File: src/rtl/trap_sequencer.sv
// Trap/return sequencer: saves mepc/mcause through a single-port CSR request channel, fetches
// the new PC (mtvec or mepc), flushes the pipeline and emits a one-cycle redirect.
module trap_sequencer #(
  parameter logic [11:0] MTVEC_ADDR  = 12'h305,
  parameter logic [11:0] MEPC_ADDR   = 12'h341,
  parameter logic [11:0] MCAUSE_ADDR = 12'h342
) (
  input  logic        clk,
  input  logic        rst,
  input  logic        trap_valid,
  input  logic [1:0]  trap_kind,
  input  logic [31:0] trap_pc,
  output logic        trap_ready,
  output logic        csr_req_valid,
  input  logic        csr_req_ready,
  output logic        csr_req_we,
  output logic [11:0] csr_req_addr,
  output logic [31:0] csr_req_wdata,
  input  logic        csr_rsp_valid,
  input  logic [31:0] csr_rsp_rdata,
  output logic        flush,
  output logic        redirect_valid,
  output logic [31:0] redirect_pc,
  output logic [31:0] trap_count
);

  localparam logic [2:0] IDLE      = 3'd0;
  localparam logic [2:0] W_EPC     = 3'd1;
  localparam logic [2:0] W_CAUSE   = 3'd2;
  localparam logic [2:0] R_TVEC    = 3'd3;
  localparam logic [2:0] WAIT_TVEC = 3'd4;
  localparam logic [2:0] R_EPC     = 3'd5;
  localparam logic [2:0] WAIT_EPC  = 3'd6;
  localparam logic [2:0] REDIRECT  = 3'd7;

  localparam logic [1:0] KindEcall = 2'd0;
  localparam logic [1:0] KindMret  = 2'd2;

  logic [2:0]  state_q, state_d;
  logic [1:0]  kind_q, kind_d;
  logic [31:0] pc_q, pc_d;
  logic [31:0] target_q, target_d;
  logic [31:0] redirect_pc_q, redirect_pc_d;
  logic [31:0] trap_count_q, trap_count_d;
  logic        csr_xfer;

  always_comb begin
    trap_ready     = (state_q == IDLE) && !rst;
    flush          = (state_q != IDLE) && !rst;
    redirect_valid = (state_q == REDIRECT) && !rst;
    csr_req_valid  = !rst && ((state_q == W_EPC) || (state_q == W_CAUSE) ||
                              (state_q == R_TVEC) || (state_q == R_EPC));
  end

  // Request fields are pure functions of state and latched data, so they stay stable under stall.
  always_comb begin
    csr_req_we    = 1'b0;
    csr_req_addr  = '0;
    csr_req_wdata = '0;
    case (state_q)
      W_EPC: begin
        csr_req_we    = 1'b1;
        csr_req_addr  = MEPC_ADDR;
        csr_req_wdata = pc_q;
      end
      W_CAUSE: begin
        csr_req_we    = 1'b1;
        csr_req_addr  = MCAUSE_ADDR;
        csr_req_wdata = (kind_q == KindEcall) ? 32'd11 : 32'd2;
      end
      R_TVEC:  csr_req_addr = MTVEC_ADDR;
      R_EPC:   csr_req_addr = MEPC_ADDR;
      default: ;
    endcase
  end

  assign csr_xfer    = csr_req_valid && csr_req_ready;
  assign redirect_pc = (state_q == REDIRECT) ? target_q : redirect_pc_q;
  assign trap_count  = trap_count_q;

  always_comb begin
    state_d       = state_q;
    kind_d        = kind_q;
    pc_d          = pc_q;
    target_d      = target_q;
    redirect_pc_d = redirect_pc_q;
    trap_count_d  = trap_count_q;
    case (state_q)
      IDLE: begin
        if (trap_valid && trap_ready) begin
          kind_d  = trap_kind;
          pc_d    = trap_pc;
          state_d = (trap_kind == KindMret) ? R_EPC : W_EPC;
        end
      end
      W_EPC:   if (csr_xfer) state_d = W_CAUSE;
      W_CAUSE: if (csr_xfer) state_d = R_TVEC;
      R_TVEC:  if (csr_xfer) state_d = WAIT_TVEC;
      R_EPC:   if (csr_xfer) state_d = WAIT_EPC;
      WAIT_TVEC, WAIT_EPC: begin
        if (csr_rsp_valid) begin
          target_d = csr_rsp_rdata & ~32'h3;
          state_d  = REDIRECT;
        end
      end
      REDIRECT: begin
        redirect_pc_d = target_q;
        trap_count_d  = trap_count_q + 32'd1;
        state_d       = IDLE;
      end
      default: state_d = IDLE;
    endcase
  end

  always_ff @(posedge clk) begin
    if (rst) begin
      state_q       <= IDLE;
      kind_q        <= '0;
      pc_q          <= '0;
      target_q      <= '0;
      redirect_pc_q <= '0;
      trap_count_q  <= '0;
    end else begin
      state_q       <= state_d;
      kind_q        <= kind_d;
      pc_q          <= pc_d;
      target_q      <= target_d;
      redirect_pc_q <= redirect_pc_d;
      trap_count_q  <= trap_count_d;
    end
  end

endmodule

File: config.mk
export PLATFORM = sky130hd
export DESIGN_NAME = trap_sequencer
export DESIGN_NICKNAME = d
export VERILOG_FILES = /design/src/rtl/trap_sequencer.sv
export SDC_FILE = /design/constraint.sdc
export NUM_CORES = 1
export LEC_CHECK = 0
export CORE_ASPECT_RATIO = 1.75
export CORE_MARGIN = 2
export CORE_UTILIZATION = 50
export DETAILED_ROUTE_END_ITERATION = 10
export GPL_TIMING_DRIVEN = 0
export PLACE_DENSITY = 0.86
export SYNTH_ARGS = -nofsm -noshare
export SYNTH_HDL_FRONTEND = slang
export SYNTH_SLANG_ARGS = --single-unit
File: constraint.sdc
create_clock -name clk -period 3.4 [get_ports clk]
set_input_delay 0.85 -clock clk [delete_from_list [all_inputs] [get_ports clk]]
set_output_delay 0.85 -clock clk [all_outputs]
set_load 0.01 [all_outputs]
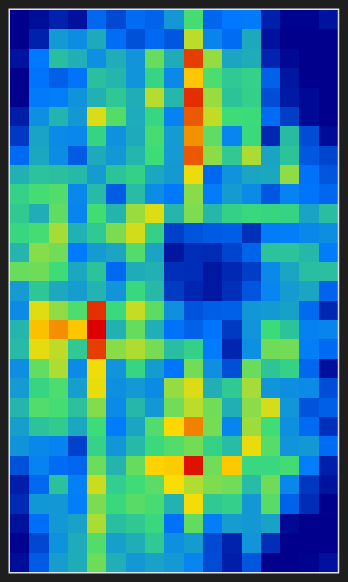
Run 1: wiring heat map
The die is cut into 17 by 29 equal tiles; dark blue is low, red is high, scaled to the fullest tile. Values are wire area over tile area, all layers added.
fullest tile: 0.61
mean over tiles: 0.22
emptiest ninth of the die: top right
nearly empty tiles: 5.9%
tiles over half the peak: 23%

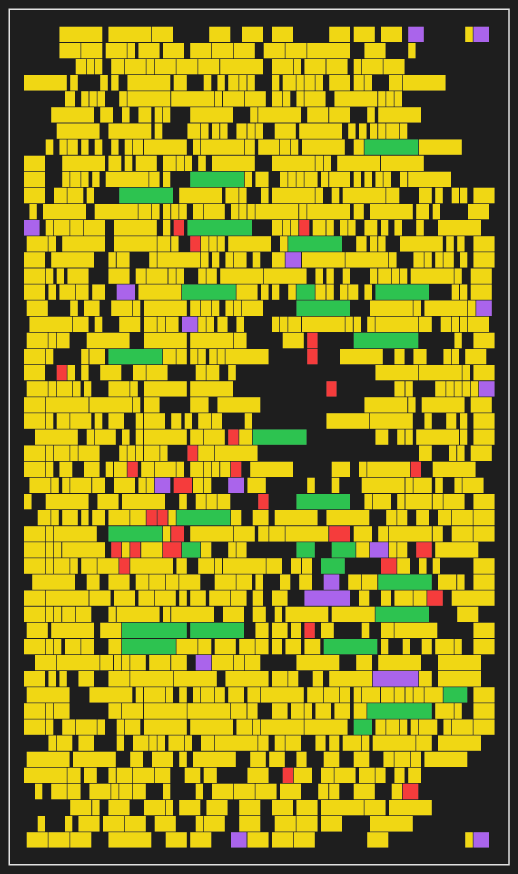
Run 1: cells by drive strength
| colour | size | cells |
|---|---|---|
| yellow | x1 and smaller | 854 |
| purple | x3 and x4 | 17 |
| red | x2 | 28 |
| green | x6 and larger | 28 |
Finished Cell Area: 8190 sq um
P&R area growth vs syn: 45.9%
non-clock buffer count: 231
Final WS setup: 0.0458 ns

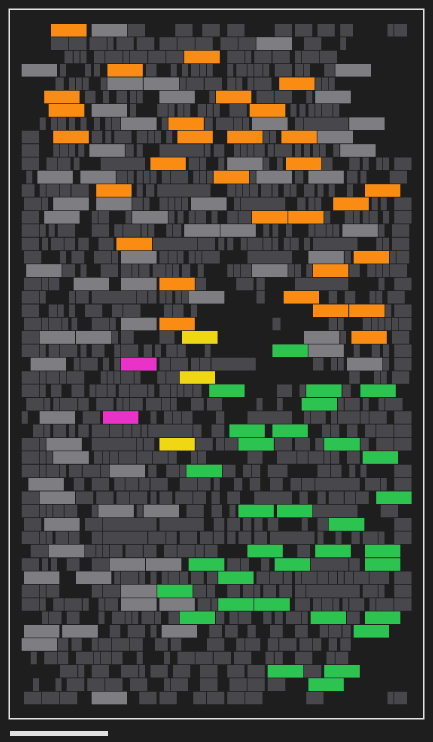
Run 1: sequential cells coloured by netlist name
Scale bar: 20 um. Other sequential cells in the stronger grey, the rest of the logic in the fainter grey.
| colour | netlist name | placed flops |
|---|---|---|
| green | trap_count | 32 |
| orange | target_q | 30 |
| yellow | state_q | 3 |
| magenta | kind_q | 2 |
not coloured: 64
Flop+latch power: 1.62 mW
Final Util: 0.742
Flop area: 2620 sq um
Seq area share: 0.320

==> reports/results.ini, run 1 <==
[global_route]
overflow = 0
antenna_found_initial = 0
use_met3 = 0.0753
grt_max_degree = 17
use_met1 = 0.269
grt_pass1_vias = 5479
use_met2 = 0.503
grt_pass1_wl_mm = 26.1

[worst_hold_path]
hp-class = flop to flop

[detailed_routing]
wl_per_cell_um = 15.2
route.detailed.drc = 0
drtPass1Iterations = 5
routed_wl_mm = 16.1
drt_iter0_drc = 232
final_antenna_net_count = 0
vias_per_cell = 5.24
vias = 5552

[placement]
post_dp_cell_area_sq_um = 7540
post-dp-hpwl_mm = 11.7
gp_congestion = 0.824
port-buffer-count = 174

[power_and_ir_drop]
clkPwrFrac = 0.492
pwr-share-seq = 0.406
p_int_mw = 3.03
pwr_density_cell_nw_per_um2 = 487
ir_worst_vdd_mv = 0.465
swShare = 0.239
p_sw_mw = 0.955
combPwrFrac = 0.102

[logic_synthesis]
synth_area_sq_um = 5620
ff_type = dfxtp_1
synth_flops = 131
yosysWarningCount = 0
avgSynthCellArea_sq_um = 7.84
synth_cell_types = 37
ys_seq_share = 0.467
yosys-stat-cells = 716
edf_count = 0
syn_inst = 716
yosys_area_sq_um = 5620

[sta]
rsz0062_at_grt = no
min_period_over_period = 0.987
slew_viol_final = 0
hold_viol_final = 0
min_period_ns = 3.35
fmax_mhz = 298
fin_skew_ns = 0.00985
worstMarginPinSlew_ns = 0.570
finalSetupViolCount = 0

[floorplan]
die_h_um = 144
ioPinCount = 184
initCoreUtil = 0.509
die-width_um = 84.1
die_area_sq_um = 12100
rows = 51

[layout]
drive_gt1_frac = 0.0787
lay_top_cells = 245 x nand2_1, 174 x clkdlybuf4s50_1, 131 x dfxtp_1
layout_top_cell = nand2_1
nNetsFinal = 986
fillCellCount = 827

[worst_setup_path]
required_ns = 2.55
crit_type = input port to output pin
cp-start-kind = input port
critPathMaxFanout = 10
cp.arrival_ns = 2.50

[clock_tree]
htree_levels = 4
cts.sinks = 131
cts_setup_buffers = 0
clkTransAtPathRegs_ns = 0.06
cts_max_path_buffers = 2
root_buffer = clkbuf_16
cts_buffers = 17
insertion_delay_ns = 0.42
cts_tree = yes

[status]
status = finished, final reports clean

[flow_run]
warning_count = 28
drv_cap = 0

run 1: kinds of logic (layout without fill, tap and decap cells):
| group | Yosys count | in the layout | share of synthesized area |
|---|---|---|---|
| compound gates | 89 | 89 | 0.0896 |
| xor+xnor | 9 | 9 | 0.0140 |
| buf+inv | 61 | 267 | 0.0523 |
| other cells | 1 | 6 | 0.000668 |
| flops | 131 | 131 | 0.467 |
| simple gates | 424 | 424 | 0.374 |
| fa+ha+maj | 1 | 1 | 0.00223 |
run 1: power groups by stage:
stage          logic [mW]  registers [mW]  clock network (mW)
2_1_floorplan       0.194            1.65                   0
3_3_place_gp        0.398            1.65                   0
3_5_place_dp        0.401            1.65                   0
4_1_cts             0.408            1.62                1.97
5_1_grt             0.445            1.63                2.05
6_report            0.407            1.62                1.96
run 1: Yosys cell counts, types with 2 or more instances:
master,n,area [sq um]
and3_2,3,22.5
nand4_4,2,42.5
nor2_1,14,52.6
a21oi_1,61,305
buf_1,3,11.3
and4_1,4,35.0
nand4_1,10,62.6
nand2b_1,2,12.5
and3_1,3,18.8
or3b_2,2,17.5
or3_1,8,50.1
nand3_1,12,60.1
dfxtp_1,131,2620
clkbuf_1,35,131
xor2_1,8,70.1
nand2_1,245,920
and2_1,34,213
buf_4,9,67.6
inv_1,4,15.0
buf_6,3,33.8
nand3b_1,34,255
o21ai_0,8,40.0
or4_1,15,113
o31ai_1,15,113
nor2b_1,32,200
nor4_1,2,12.5
buf_2,7,35.0
run 1: state kept, by name, indices dropped and copies added (netlist names):
name / cells
state_q: 3
pc_q: 32
target_q: 30
redirect_pc_q: 32
trap_count: 32
kind_q: 2
run 1: final timing paths:
check               from     endpoint  slack (ns)  depth (start not counted)
max                  rst        flush        0.05                          5
min          target_q[9]  target_q[9]        0.46                          2
max reg2reg   state_q[2]     pc_q[30]        1.55                          6
min reg2reg  target_q[9]  target_q[9]        0.46                          2
run 1: metrics by stage:
stage	setup WS [ns]	cells	power (mW)	util	hold WS, ns
2_1_floorplan	0.764	721	1.84	-	0.437
3_3_place_gp	-0.235	1027	2.05	0.683	0.442
3_5_place_dp	-0.247	1027	2.05	0.683	0.447
4_1_cts	0.00292	1059	4.00	0.741	0.455
5_1_grt	0.00118	1059	4.13	0.742	0.474
6_report	0.0458	1059	3.99	0.742	0.455
run 1: critical path: stages:
cell             delay [ns]
clkbuf_1               0.41
clkbuf_2               0.35
clkbuf_2               0.28
a21oi_1                0.08
clkdlybuf4s50_1        0.52
run 1: area by class of cell:
cell class              instances  area, sq um  share of cell area
plain buffers                  57          295              0.0360
clock buffers                  18          429              0.0524
clock inverters                14          203              0.0247
inverters                       4         15.0             0.00183
multi-input cells             529         2720               0.332
flip-flops and latches        131         2620               0.320
well taps                     132          165              0.0202
repair buffers                174         1740               0.213
run 1: repair_timing:
| item | 4_1_cts | 5_1_grt |
|---|---|---|
| setup endpoints to repair | 33 | 59 |
| hold endpoints to repair | 0 | 0 |
| gates resized | 7 | 16 |
run 1: layer usage:
metal	share of wire	wire, um
met1	0.36	5810
met2	0.54	8760
met3	0.055	891
met4	0.042	674
met5	0	0
==> inputs of run 2 (changes only) <==
--- a/config.mk
+++ b/config.mk
@@ -6,7 +6,6 @@
 export NUM_CORES = 1
 export LEC_CHECK = 0
 export CORE_ASPECT_RATIO = 1.75
-export CORE_MARGIN = 2
 export CORE_UTILIZATION = 50
 export DETAILED_ROUTE_END_ITERATION = 10
 export GPL_TIMING_DRIVEN = 0
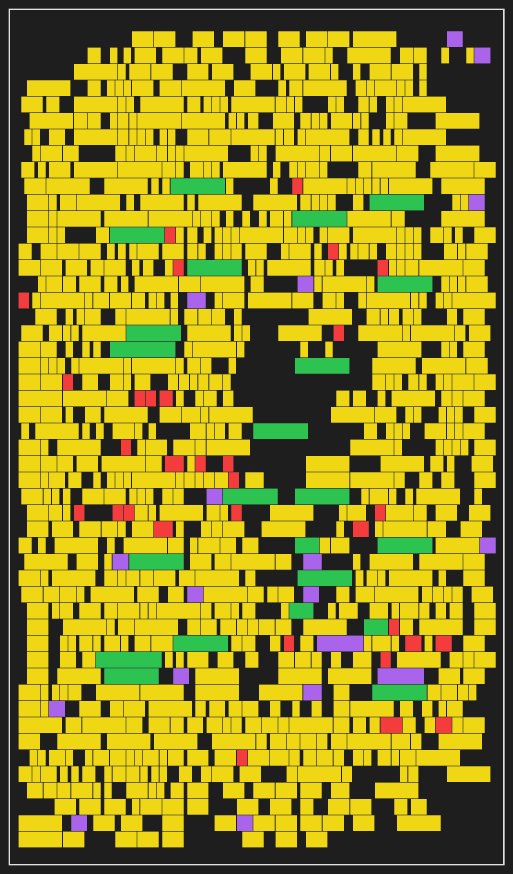
Run 2: cells by drive strength
| colour | size | cells |
|---|---|---|
| yellow | x1 and smaller | 855 |
| purple | x3 and x4 | 18 |
| green | x6 and larger | 22 |
| red | x2 | 31 |

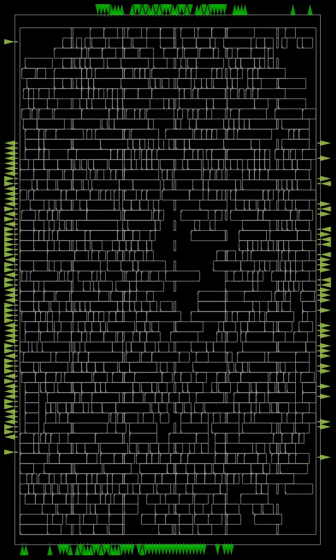
Run 2: placement view
site row count: 50
n_taps: 130
final std cells w/o fill: 1056

==> reports/results.ini, run 2 <==
[status]
status = finished, final reports clean

[layout]
layout_top_cell = nand2_1
synthToLayoutAreaGrowth_pct = 44.6
lay_top_cells = 245 x nand2_1, 174 x clkdlybuf4s50_1, 131 x dfxtp_1
nNetsFinal = 986  ; unchanged
drive_gt1_frac = 0.0767  ; -0.00207
final_area_sq_um = 8120  ; -0.86%
utilization = 0.751  ; +0.00837

[logic_synthesis]
avgSynthCellArea_sq_um = 7.84  ; unchanged
synth_area_sq_um = 5620  ; unchanged
ys_seq_share = 0.467  ; unchanged
synth_area_leader_cell = dfxtp_1
synth_cell_types = 37  ; unchanged
yosysWarningCount = 0  ; unchanged
yosys_area_sq_um = 5620  ; unchanged
topCellsByArea = dfxtp_1 47%, nand2_1 16%, a21oi_1 5.4%, nand3b_1 4.5%, and2_1 3.8%
yosys-stat-cells = 716  ; unchanged
synth_flops = 131  ; unchanged
edf_count = 0  ; unchanged
top_area_frac = 0.467  ; unchanged
yosys-top-cells-count = 245 x nand2_1, 131 x dfxtp_1, 61 x a21oi_1
syn_inst = 716  ; unchanged
most_common_cell = nand2_1
ff_type = dfxtp_1

[global_route]
grt_max_degree = 17  ; unchanged
grt_pass1_wl_mm = 25.7  ; -1.5%
antenna_found_initial = 0  ; unchanged
overflow = 0  ; unchanged
grt_pass1_vias = 5512  ; +0.60%

[detailed_routing]
wl_per_cell_um = 15.7  ; +3.0%
final_antenna_net_count = 0  ; unchanged
drtPass1Iterations = 7  ; +2
vias = 5696  ; +2.6%
routed_wl_mm = 16.6  ; +2.7%
route.detailed.drc = 0  ; unchanged
drt_iter0_drc = 284  ; +22%
vias_per_cell = 5.39  ; +2.9%

[power_and_ir_drop]
pwr_density_cell_nw_per_um2 = 465  ; -4.5%
ir_worst_vdd_mv = 0.411  ; -11%

[floorplan]
die_area_sq_um = 11700  ; -3.7%
die_h_um = 142  ; -1.4%
die-width_um = 82.1  ; -2.4%
ioPinCount = 184  ; unchanged
core_sq_um = 10800
initCoreUtil = 0.519  ; +0.0102

[placement]
gp_congestion = 0.876  ; +6.4%
port-buffer-count = 174  ; unchanged
post-dp-hpwl_mm = 12.2  ; +4.2%
post_dp_cell_area_sq_um = 7540  ; about the same

[sta]
hold_viol_final = 0  ; unchanged
fmax_mhz = 303  ; +1.7%
slew_viol_final = 0  ; unchanged
fin_skew_ns = 0.00622  ; -0.00363 ns
finalSetupViolCount = 0  ; unchanged
rsz0062_at_grt = no
min_period_ns = 3.30  ; -0.0562 ns
min_period_over_period = 0.970  ; -0.0165
worstMarginPinSlew_ns = 0.626  ; +0.0561 ns

[flow_run]
warning_count = 28  ; unchanged
drv_cap = 0  ; unchanged

[worst_setup_path]
cp-start-kind = flop
crit_type = flop to output pin
required_ns = 2.55  ; about the same
critPathMaxFanout = 10  ; unchanged
cp.arrival_ns = 2.45  ; -0.05 ns

[clock_tree]
cts.sinks = 131  ; unchanged
clkTransAtPathRegs_ns = 0.06  ; about the same
htree_levels = 4  ; unchanged
cts_tree = yes
insertion_delay_ns = 0.41  ; about the same
cts_buffers = 17  ; unchanged
cts_max_path_buffers = 2  ; unchanged
root_buffer = clkbuf_16

[worst_hold_path]
hp-class = flop to flop

==> run 2: cell counts after synthesis <==
Identical to the previous run, type by type.
==> run 2: critical path, stage by stage, from the launching register on <==
cell and delay, ns:
dfxtp_1 0.34, clkbuf_2 0.19, nand3_1 0.26, clkbuf_1 0.42
nand2_1 0.13, nand2_1 0.14, clkdlybuf4s50_1 0.56
==> run 2: cell families (layout without fill, tap and decap cells) <==
| kind of cell | after synthesis | count (layout) | synth area share |
|---|---|---|---|
| compound gates | 89 | 89 | 0.0896 |
| xor+xnor | 9 | 9 | 0.0140 |
| fa+ha+maj | 1 | 1 | 0.00223 |
| buf+inv | 61 | 266 | 0.0523 |
| flops | 131 | 131 | 0.467 |
| other cells | 1 | 6 | 0.000668 |
| simple gates | 424 | 424 | 0.374 |
==> run 2: layout make-up <==
cell class                      count  area (sq um)
Multi-Input combinational cell    529          2720
Clock buffer                       17           425
Sequential cell                   131          2620
Fill cell                         792          2700
Tap cell                          130           163
Inverter                            4          15.0
Clock inverter                     14           141
Timing Repair Buffer              174          1740
Buffer                             57           293
==> run 2: path summary, 6_finish.rpt <==
kind          startpoint  slack (ns)        endpoint  cells after the start
min reg2reg  target_q[3]        0.45     target_q[3]                      2
max reg2reg   state_q[2]        1.36        pc_q[26]                      6
max           state_q[1]        0.10  redirect_pc[8]                      6
min          target_q[3]        0.45     target_q[3]                      2
==> run 2: timing repair <==
action / 4_1_cts / 5_1_grt
hold buffers: 0 / 0
endpoints found under the hold margin: 0 / 0
resized: 6 / 15
setup buffers: 0 / 0
pin swaps: 0 / 0
endpoints found under the setup margin: 33 / 60
==> run 2: metrics by stage <==
| stage | total power, mW | instances | worst slack, ns | hold WS [ns] |
|---|---|---|---|---|
| global placement | 2.05 | 1025 | -0.164 | 0.442 |
| CTS | 3.79 | 1056 | 0.00862 | 0.456 |
| detailed placement | 2.06 | 1025 | -0.198 | 0.448 |
| finish | 3.78 | 1056 | 0.102 | 0.455 |
| floorplan | 1.84 | 721 | 0.764 | 0.437 |
| global route | 3.90 | 1056 | 0.00543 | 0.473 |
==> run 2: routing by layer <==
layer  up-vias  GRT usage  wire (um)
met4         0      0.162        636
met1      2655      0.278       5860
met3        47     0.0769       1030
met2       241      0.533       9040
met5         -          0          0
li1       2753          -          -
==> run 2: power breakdown <==
part	total (mW)	switching, mW	internal, mW
registers	1.62	0.0297	1.59
clock network	1.74	0.673	1.07
logic	0.410	0.207	0.204
==> inputs of run 3 (changes only) <==
--- a/config.mk
+++ b/config.mk
@@ -5,11 +5,13 @@
 export SDC_FILE = /design/constraint.sdc
 export NUM_CORES = 1
 export LEC_CHECK = 0
+export ABC_AREA = 1
 export CORE_ASPECT_RATIO = 1.75
-export CORE_UTILIZATION = 50
+export CORE_UTILIZATION = 52
+export CTS_BUF_LIST = sky130_fd_sc_hd__clkbuf_4
 export DETAILED_ROUTE_END_ITERATION = 10
 export GPL_TIMING_DRIVEN = 0
-export PLACE_DENSITY = 0.86
+export PLACE_DENSITY = 0.88
 export SYNTH_ARGS = -nofsm -noshare
 export SYNTH_HDL_FRONTEND = slang
 export SYNTH_SLANG_ARGS = --single-unit
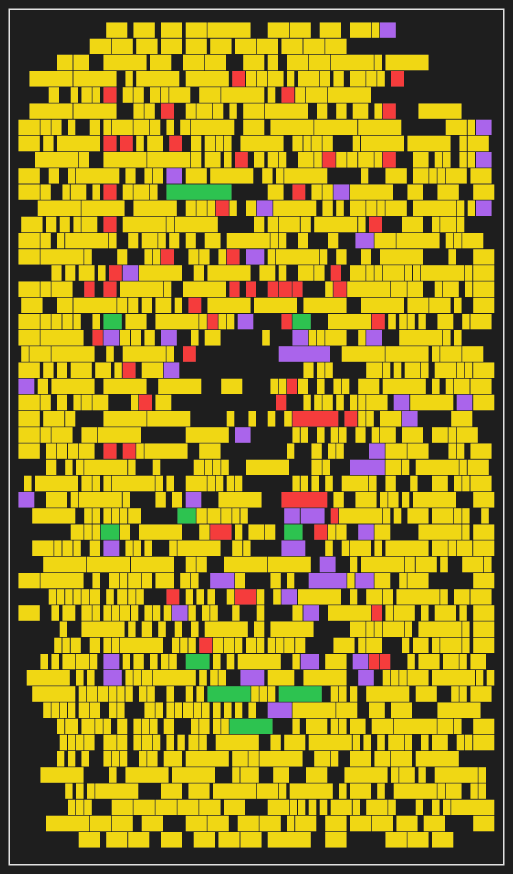
Run 3: cells by drive strength
| colour | size | cells |
|---|---|---|
| red | x2 | 53 |
| yellow | x1 and smaller | 919 |
| green | x6 and larger | 10 |
| purple | x3 and x4 | 45 |

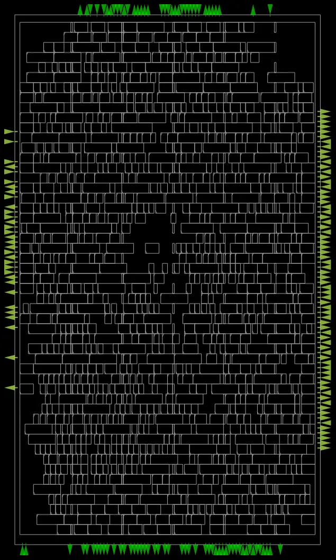
Run 3: placement view
Fillers: 914
Final Util: 0.737
Seq area share: 0.321

==> reports/results.ini, run 3 <==
[status]
status = finished, final reports clean

[worst_setup_path]
cp_top_family = buffers and inverters
critPathMaxStageDelay_ns = 0.58  ; +0.02 ns
crit_slowest_cell = clkdlybuf4s50_1
rr_endpoint = trap_count[31]
regToRegSetupSlack_ns = 1.75  ; +0.39 ns
reg2reg_depth = 8  ; +2
regToRegStartpoint = trap_count[6]

[sta]
rsz0062_at_grt = no
fin_skew_ns = 0.0227  ; +0.0165 ns
min_period_ns = 3.25  ; -0.0445 ns
fmax_mhz = 307  ; +1.4%
finalSetupViolCount = 0  ; unchanged
worstMarginPinSlew_ns = 0.614  ; -0.0121 ns
fin_ws_ns = 0.147  ; +0.0445 ns

[clock_tree]
root_buffer = clkbuf_4
insertion_delay_ns = 0.53  ; +0.12 ns
cts_max_path_buffers = 2  ; unchanged
cts_buffers = 17  ; unchanged

[layout]
lay_top_cells = 174 x clkdlybuf4s50_1, 149 x inv_1, 128 x dfxtp_1
nNetsFinal = 1086  ; +10%
drive_gt1_frac = 0.105  ; +0.0285
finalNonFillerCells = 1160  ; +9.8%

[global_route]
grt_pass1_vias = 5578  ; +1.2%
antenna_found_initial = 1  ; +1

[logic_synthesis]
ff_type = dfxtp_1
topCellsByArea = dfxtp_1 44%, inv_1 9.4%, nand2_1 7.3%, a21oi_1 6.7%, nor2_1 5.6%
syn_inst = 814  ; +14%
top_area_frac = 0.441  ; -0.0259
synth_area_sq_um = 5950  ; +5.9%
avgSynthCellArea_sq_um = 7.31  ; -6.9%
synth_cell_types = 33  ; -11%
synth_flops = 131  ; unchanged
yosys-top-cells-count = 149 x inv_1, 131 x dfxtp_1, 115 x nand2_1
yosysWarningCount = 0  ; unchanged

[power_and_ir_drop]
pwr_density_cell_nw_per_um2 = 491  ; +5.5%
ir_worst_vdd_mv = 0.367  ; -11%

[detailed_routing]
vias_per_cell = 5.04  ; -6.5%
vias = 5848  ; +2.7%

[placement]
pre_cts_ws_ns = -0.319  ; -0.121 ns
gp_congestion = 0.870  ; -0.79%

[floorplan]
rows = 51  ; +2.0%
die_h_um = 143  ; +0.89%
ioPinCount = 184  ; unchanged

[flow_run]
warning_count = 28  ; unchanged
drv_cap = 0  ; unchanged

[worst_hold_path]
hold_path_end = redirect_pc_q[0]
worstHoldPathCells = 2  ; unchanged

-- run 3: cell types whose count changed after synthesis, sizes merged, moves of 29 or more --
cell / delta
a211oi: +29
nand2: -126
and2: -34
nor2b: -32
or2: +30
nand3b: -33
nor2: +82
inv: +146
o21ai: +34
-- run 3: cells by family after synthesis --
group / synth area share
simple gates: 0.230
buf+inv: 0.134
compound gates: 0.187
flops: 0.441
xor+xnor: 0.00442
fa+ha+maj: 0.00210
other cells: 0.000631
-- run 3: stage by stage --
step                      cell area [sq um]  utilization
final                                  8180        0.737
after floorplan                        5970            -
after global routing                   8180        0.737
after global placement                 7880        0.710
after CTS                              8160        0.735
after detailed placement               7880        0.710
-- run 3: power breakdown --
group	internal, mW	total, mW	switching, mW
sequential	1.74	1.81	0.0729
clock	0.381	1.01	0.627
combinational	0.534	1.19	0.661
total	2.65	4.01	1.36
-- run 3: worst min-delay path, stage by stage, from the launching register on --
cell     delay [ns]
dfxtp_1        0.32
nand2_1        0.07
nor2_1         0.04
-- run 3: layout make-up --
| type | count | area share |
|---|---|---|
| inverters | 150 | 0.0688 |
| diodes | 1 | 0.000306 |
| multi-input cells | 490 | 0.311 |
| clock inverters | 15 | 0.0180 |
| repair buffers | 177 | 0.216 |
| well taps | 132 | 0.0202 |
| plain buffers | 47 | 0.0287 |
| flip-flops and latches | 131 | 0.321 |
| clock buffers | 17 | 0.0156 |
-- run 3: routing by layer --
layer / share of wire / track usage / vias to the layer above
li1: - / - / 2987
met1: 0.38 / 0.273 / 2621
met2: 0.53 / 0.497 / 202
met3: 0.057 / 0.0655 / 38
met4: 0.029 / 0.128 / 0
met5: 0 / 0 / -
-- run 3: how the worst max path moves through the flow --
stage / slack, ns / cells past startpoint / to / start
after floorplan: 1.06 / 3 / csr_req_valid / rst
after global placement: -0.37 / 5 / flush / rst
after detailed placement: -0.32 / 5 / redirect_valid / rst
after CTS: 0.005 / 4 / redirect_valid / rst
after global routing: 0.008 / 7 / redirect_pc[4] / state_q[1]
final: 0.15 / 7 / redirect_pc[4] / state_q[1]
-- run 3: repair_timing --
action                     CTS  global route
setup endpoints to repair   34            28
setup buffers                0             2
resized                      5             2
pin swaps                    0             1

==> layout pictures side by side <==
Clock network drawn from the DEF.
Scale bar: 20 um.
(a)
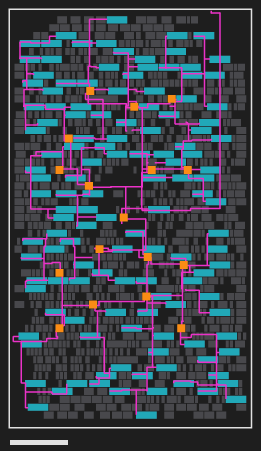
(b)
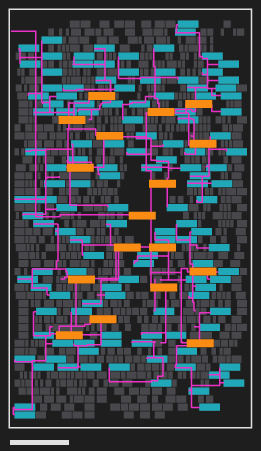
run 2: (b)
run 3: (a)

Power and IR drop assume default switching activity.
